===== src/rtl/pip_alu_pipe_if.sv =====
// Handshake bundle between a producer/consumer and the three-stage ALU pipeline.
// The master side issues operations and accepts results; the slave side is the ALU.
interface pip_alu_pipe_if #(
  parameter int DATA_W = 8,
  parameter int CNT_W  = 16
);
  logic              in_valid;
  logic              in_ready;
  logic [7:0]        instr;
  logic [DATA_W-1:0] data_a;
  logic [DATA_W-1:0] data_b;
  logic [DATA_W-1:0] result;
  logic              out_valid;
  logic              out_ready;
  logic [3:0]        flags;
  logic [CNT_W-1:0]  retire_cnt;

  modport master (
    output in_valid, instr, data_a, data_b, out_ready,
    input  in_ready, result, out_valid, flags, retire_cnt
  );

  modport slave (
    input  in_valid, instr, data_a, data_b, out_ready,
    output in_ready, result, out_valid, flags, retire_cnt
  );
endinterface


===== src/rtl/pip_alu_pipe.sv =====
// Three-stage ALU pipeline: S1 decode (input capture), S2 execute, S3 output.
// A single global stall (result presented but not taken) freezes every stage.
// flags = {illegal, ovf, carry, zero}; retire_cnt counts delivered results.
module pip_alu_pipe #(
  parameter int DATA_W = 8,
  parameter int SAT    = 0,
  parameter int CNT_W  = 16
) (
  input  logic          clk,
  input  logic          reset,
  pip_alu_pipe_if.slave bus
);

  localparam logic [7:0] OP_NOP = 8'h00;
  localparam logic [7:0] OP_ADD = 8'h01;
  localparam logic [7:0] OP_SUB = 8'h02;
  localparam logic [7:0] OP_AND = 8'h03;
  localparam logic [7:0] OP_OR  = 8'h04;
  localparam logic [7:0] OP_XOR = 8'h05;
  localparam logic [7:0] OP_SHL = 8'h06;
  localparam logic [7:0] OP_SHR = 8'h07;

  localparam bit                SAT_EN   = (SAT != 0);
  localparam logic [DATA_W-1:0] W_MOD    = DATA_W'(DATA_W);
  localparam logic [DATA_W-1:0] ALL_ZERO = {DATA_W{1'b0}};
  localparam logic [DATA_W-1:0] ALL_ONE  = {DATA_W{1'b1}};
  localparam logic [CNT_W-1:0]  CNT_ZERO = {CNT_W{1'b0}};
  localparam logic [CNT_W-1:0]  CNT_ONE  = {{(CNT_W-1){1'b0}}, 1'b1};

  logic              stall_s;
  logic              accept_s;

  logic              s1_valid_r;
  logic [7:0]        s1_op_r;
  logic [DATA_W-1:0] s1_a_r;
  logic [DATA_W-1:0] s1_b_r;

  logic              s2_valid_r;
  logic [DATA_W-1:0] s2_result_r;
  logic [3:0]        s2_flags_r;

  logic              out_valid_r;
  logic [DATA_W-1:0] result_r;
  logic [3:0]        flags_r;
  logic [CNT_W-1:0]  retire_cnt_r;

  logic [DATA_W:0]   sum_s;
  logic [DATA_W:0]   diff_s;
  logic [DATA_W-1:0] shamt_s;
  logic [DATA_W-1:0] exe_result_s;
  logic              illegal_s;
  logic              ovf_s;
  logic              carry_s;
  logic [3:0]        exe_flags_s;

  assign stall_s  = out_valid_r && !bus.out_ready;
  assign accept_s = bus.in_valid && !stall_s;

  // Execute-stage arithmetic/logic on the S1 operands, including saturation and flags.
  always_comb begin
    sum_s        = {1'b0, s1_a_r} + {1'b0, s1_b_r};
    diff_s       = {1'b0, s1_a_r} - {1'b0, s1_b_r};
    shamt_s      = s1_b_r % W_MOD;
    exe_result_s = ALL_ZERO;
    illegal_s    = 1'b0;
    ovf_s        = 1'b0;
    carry_s      = 1'b0;
    case (s1_op_r)
      OP_ADD: begin
        carry_s = sum_s[DATA_W];
        ovf_s   = (s1_a_r[DATA_W-1] == s1_b_r[DATA_W-1]) &&
                  (sum_s[DATA_W-1] != s1_a_r[DATA_W-1]);
        if (SAT_EN && sum_s[DATA_W]) begin
          exe_result_s = ALL_ONE;
        end else begin
          exe_result_s = sum_s[DATA_W-1:0];
        end
      end
      OP_SUB: begin
        carry_s = diff_s[DATA_W];
        ovf_s   = (s1_a_r[DATA_W-1] != s1_b_r[DATA_W-1]) &&
                  (diff_s[DATA_W-1] != s1_a_r[DATA_W-1]);
        if (SAT_EN && diff_s[DATA_W]) begin
          exe_result_s = ALL_ZERO;
        end else begin
          exe_result_s = diff_s[DATA_W-1:0];
        end
      end
      OP_AND:  exe_result_s = s1_a_r & s1_b_r;
      OP_OR:   exe_result_s = s1_a_r | s1_b_r;
      OP_XOR:  exe_result_s = s1_a_r ^ s1_b_r;
      OP_SHL:  exe_result_s = s1_a_r << shamt_s;
      OP_SHR:  exe_result_s = s1_a_r >> shamt_s;
      default: illegal_s    = 1'b1;
    endcase
    exe_flags_s = {illegal_s, ovf_s, carry_s, (exe_result_s == ALL_ZERO)};
  end

  // S1: capture accepted operations; NOPs and idle cycles become bubbles here.
  always_ff @(posedge clk or posedge reset) begin
    if (reset) begin
      s1_valid_r <= 1'b0;
      s1_op_r    <= OP_NOP;
      s1_a_r     <= ALL_ZERO;
      s1_b_r     <= ALL_ZERO;
    end else if (!stall_s) begin
      s1_valid_r <= accept_s && (bus.instr != OP_NOP);
      s1_op_r    <= bus.instr;
      s1_a_r     <= bus.data_a;
      s1_b_r     <= bus.data_b;
    end
  end

  // S2: register the execute result and flags.
  always_ff @(posedge clk or posedge reset) begin
    if (reset) begin
      s2_valid_r  <= 1'b0;
      s2_result_r <= ALL_ZERO;
      s2_flags_r  <= 4'b0000;
    end else if (!stall_s) begin
      s2_valid_r  <= s1_valid_r;
      s2_result_r <= exe_result_s;
      s2_flags_r  <= exe_flags_s;
    end
  end

  // S3: output register; bubbles present zero result/flags so idle outputs are clean.
  always_ff @(posedge clk or posedge reset) begin
    if (reset) begin
      out_valid_r <= 1'b0;
      result_r    <= ALL_ZERO;
      flags_r     <= 4'b0000;
    end else if (!stall_s) begin
      out_valid_r <= s2_valid_r;
      result_r    <= s2_valid_r ? s2_result_r : ALL_ZERO;
      flags_r     <= s2_valid_r ? s2_flags_r : 4'b0000;
    end
  end

  // Count results handed downstream; wraps naturally at all-ones.
  always_ff @(posedge clk or posedge reset) begin
    if (reset) begin
      retire_cnt_r <= CNT_ZERO;
    end else if (out_valid_r && bus.out_ready) begin
      retire_cnt_r <= retire_cnt_r + CNT_ONE;
    end
  end

  assign bus.in_ready   = !stall_s;
  assign bus.out_valid  = out_valid_r;
  assign bus.result     = result_r;
  assign bus.flags      = flags_r;
  assign bus.retire_cnt = retire_cnt_r;

endmodule


===== src/flat_wrapper.sv =====
// flat-port wrapper written by rule: the top's interface ports become plain ports
module pip_alu_pipe_flat 
#(
  parameter int DATA_W = 8,
  parameter int SAT    = 0,
  parameter int CNT_W  = 16
)
  (clk, reset, bus_in_valid, bus_instr, bus_data_a, bus_data_b, bus_out_ready, bus_in_ready, bus_result, bus_out_valid, bus_flags, bus_retire_cnt);
  pip_alu_pipe_if #(.DATA_W(DATA_W), .CNT_W(CNT_W)) bus_i ();
  input  logic clk;
  input  logic reset;
  input wire logic [$bits(bus_i.in_valid)-1:0] bus_in_valid;
  input wire logic [$bits(bus_i.instr)-1:0] bus_instr;
  input wire logic [$bits(bus_i.data_a)-1:0] bus_data_a;
  input wire logic [$bits(bus_i.data_b)-1:0] bus_data_b;
  input wire logic [$bits(bus_i.out_ready)-1:0] bus_out_ready;
  output wire logic [$bits(bus_i.in_ready)-1:0] bus_in_ready;
  output wire logic [$bits(bus_i.result)-1:0] bus_result;
  output wire logic [$bits(bus_i.out_valid)-1:0] bus_out_valid;
  output wire logic [$bits(bus_i.flags)-1:0] bus_flags;
  output wire logic [$bits(bus_i.retire_cnt)-1:0] bus_retire_cnt;
  assign bus_i.in_valid = bus_in_valid;
  assign bus_i.instr = bus_instr;
  assign bus_i.data_a = bus_data_a;
  assign bus_i.data_b = bus_data_b;
  assign bus_i.out_ready = bus_out_ready;
  assign bus_in_ready = bus_i.in_ready;
  assign bus_result = bus_i.result;
  assign bus_out_valid = bus_i.out_valid;
  assign bus_flags = bus_i.flags;
  assign bus_retire_cnt = bus_i.retire_cnt;
  pip_alu_pipe #(.DATA_W(DATA_W), .SAT(SAT), .CNT_W(CNT_W)) u_core (.clk(clk), .reset(reset), .bus(bus_i));
endmodule

===== config.mk =====
export PLATFORM = sky130hd
export DESIGN_NAME = pip_alu_pipe_flat
export DESIGN_NICKNAME = d
export VERILOG_FILES = /design/src/rtl/pip_alu_pipe_if.sv /design/src/rtl/pip_alu_pipe.sv /design/src/flat_wrapper.sv
export SDC_FILE = /design/constraint.sdc
export NUM_CORES = 1
export LEC_CHECK = 0
export ABC_CLOCK_PERIOD_IN_PS = 3680
export CAP_MARGIN = 15
export CORE_MARGIN = 3
export CORE_UTILIZATION = 42
export DETAILED_ROUTE_END_ITERATION = 6
export MAX_ROUTING_LAYER = met4
export SLEW_MARGIN = 30
export SYNTH_ARGS = -nofsm -noshare
export SYNTH_HDL_FRONTEND = slang
export SYNTH_SLANG_ARGS = --single-unit
export TNS_END_PERCENT = 100

===== constraint.sdc =====
create_clock -name clk -period 3.68 [get_ports clk]
set_clock_uncertainty 0.1 [all_clocks]
set_input_delay 0.368 -clock clk [delete_from_list [all_inputs] [get_ports clk]]
set_output_delay 0.368 -clock clk [all_outputs]
set_load 0.02 [all_outputs]

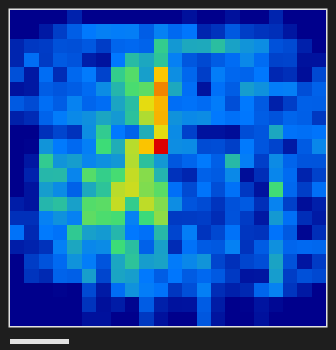
wire_density.png
The bar under the picture is 20 um long. The die is cut into 22 by 22 equal tiles; dark blue is low, red is high, scaled to the fullest tile. Values are wire area over tile area, all layers added.
nearly empty tiles = 14%
mean over tiles = 0.16
densest ninth of the die = centre
emptiest ninth of the die = south-east
fullest tile = 0.75

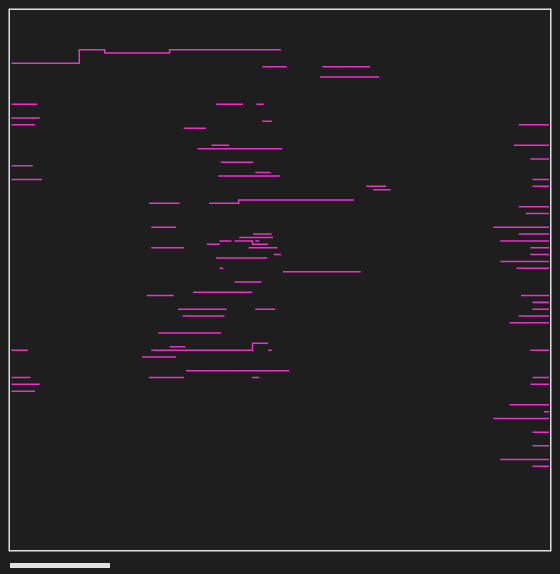
met3.png
The bar under the picture is 20 um long.
nets with wire on the layer = 66
wire length on this layer = 551 um

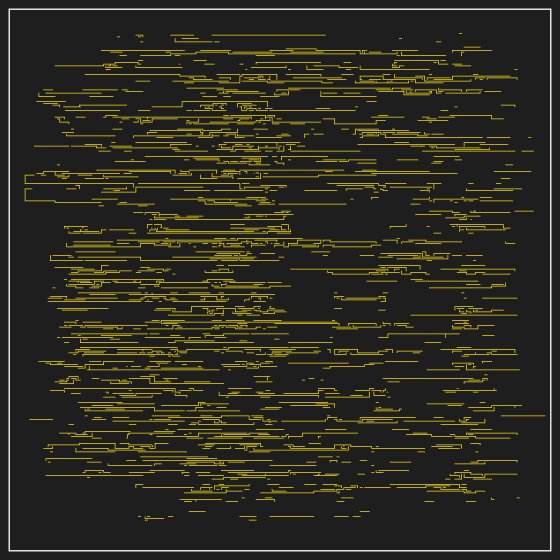
met1.png
longest straight run = 34.5 um
main direction = horizontal
nets with wire on the layer = 504
wire length on this layer = 5340 um

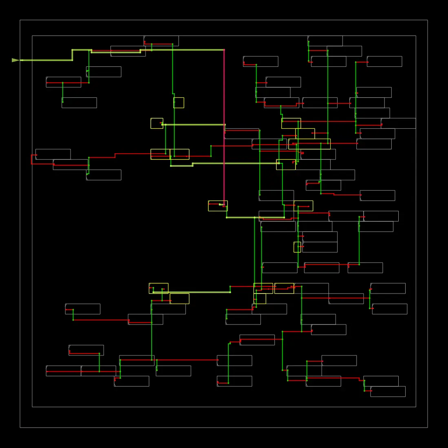
final_clocks.png
flip-flop and latch count: 67
number of buffers inserted during clock tree synthesis: 9

==> out/metrics.yaml <==
htree_levels: 3
powerSeq_mw: 1.14
post-layout-total-power_mw: 3.19
yosysCellCount: 483
outcome: "completed"
clock-root-buffer: "clkbuf_8"
asyncSetResetFlopFracSynth: 1.00
antenna_found_initial: 0
post_synth_xor_area_fraction: 0.0304
grt_overflow_total: 0
tns_ns: 0
p_sw_mw: 1.30
cts_clock_pin_slew_for_the_worst_setup_and_hold_paths_ns: 0.08
grt_first_pass_wirelength_um: 18800
maxPowerGroup: "combinational logic"
worst-slew-pin-transition_ns: 0.724
pin_count_of_the_biggest_net_entering_global_routing: 48
layout_worst_path_cycle_share: 0.817
postRouteAntennaNets: 0
share_of_final_layout_standard_cells_stronger_than_drive_strength_1: 0.0919
netlist_area_um2: 4330
rsz0062_at_grt: "false"
dp_slack_ns: 0.757
-- per-layer routing --
metal	vias up	wire length (um)	track usage
met5	-	0	-
met4	0	259	0.0676
met3	20	551	0.0462
met2	109	5200	0.323
met1	1800	5340	0.281
li1	1822	-	-
-- worst register-to-register path, stage by stage, from the launching register on --
cell     delay (ns)
dfrtp_1        0.56
inv_1          0.12
ha_1           0.45
and3_1         0.24
o21ai_0        0.17
nor3b_1        0.19
or4_1          0.55
nor4_1         0.37
a32o_2         0.22
-- layout make-up --
| cell class | instances | area [um2] |
|---|---|---|
| fill | 972 | 4650 |
| multi-input combinational | 368 | 2460 |
| sequential | 67 | 1680 |
| timing repair buffer | 68 | 653 |
| tap | 133 | 166 |
| clock buffer | 11 | 151 |
| inverter | 25 | 93.8 |
| clock inverter | 5 | 60.1 |
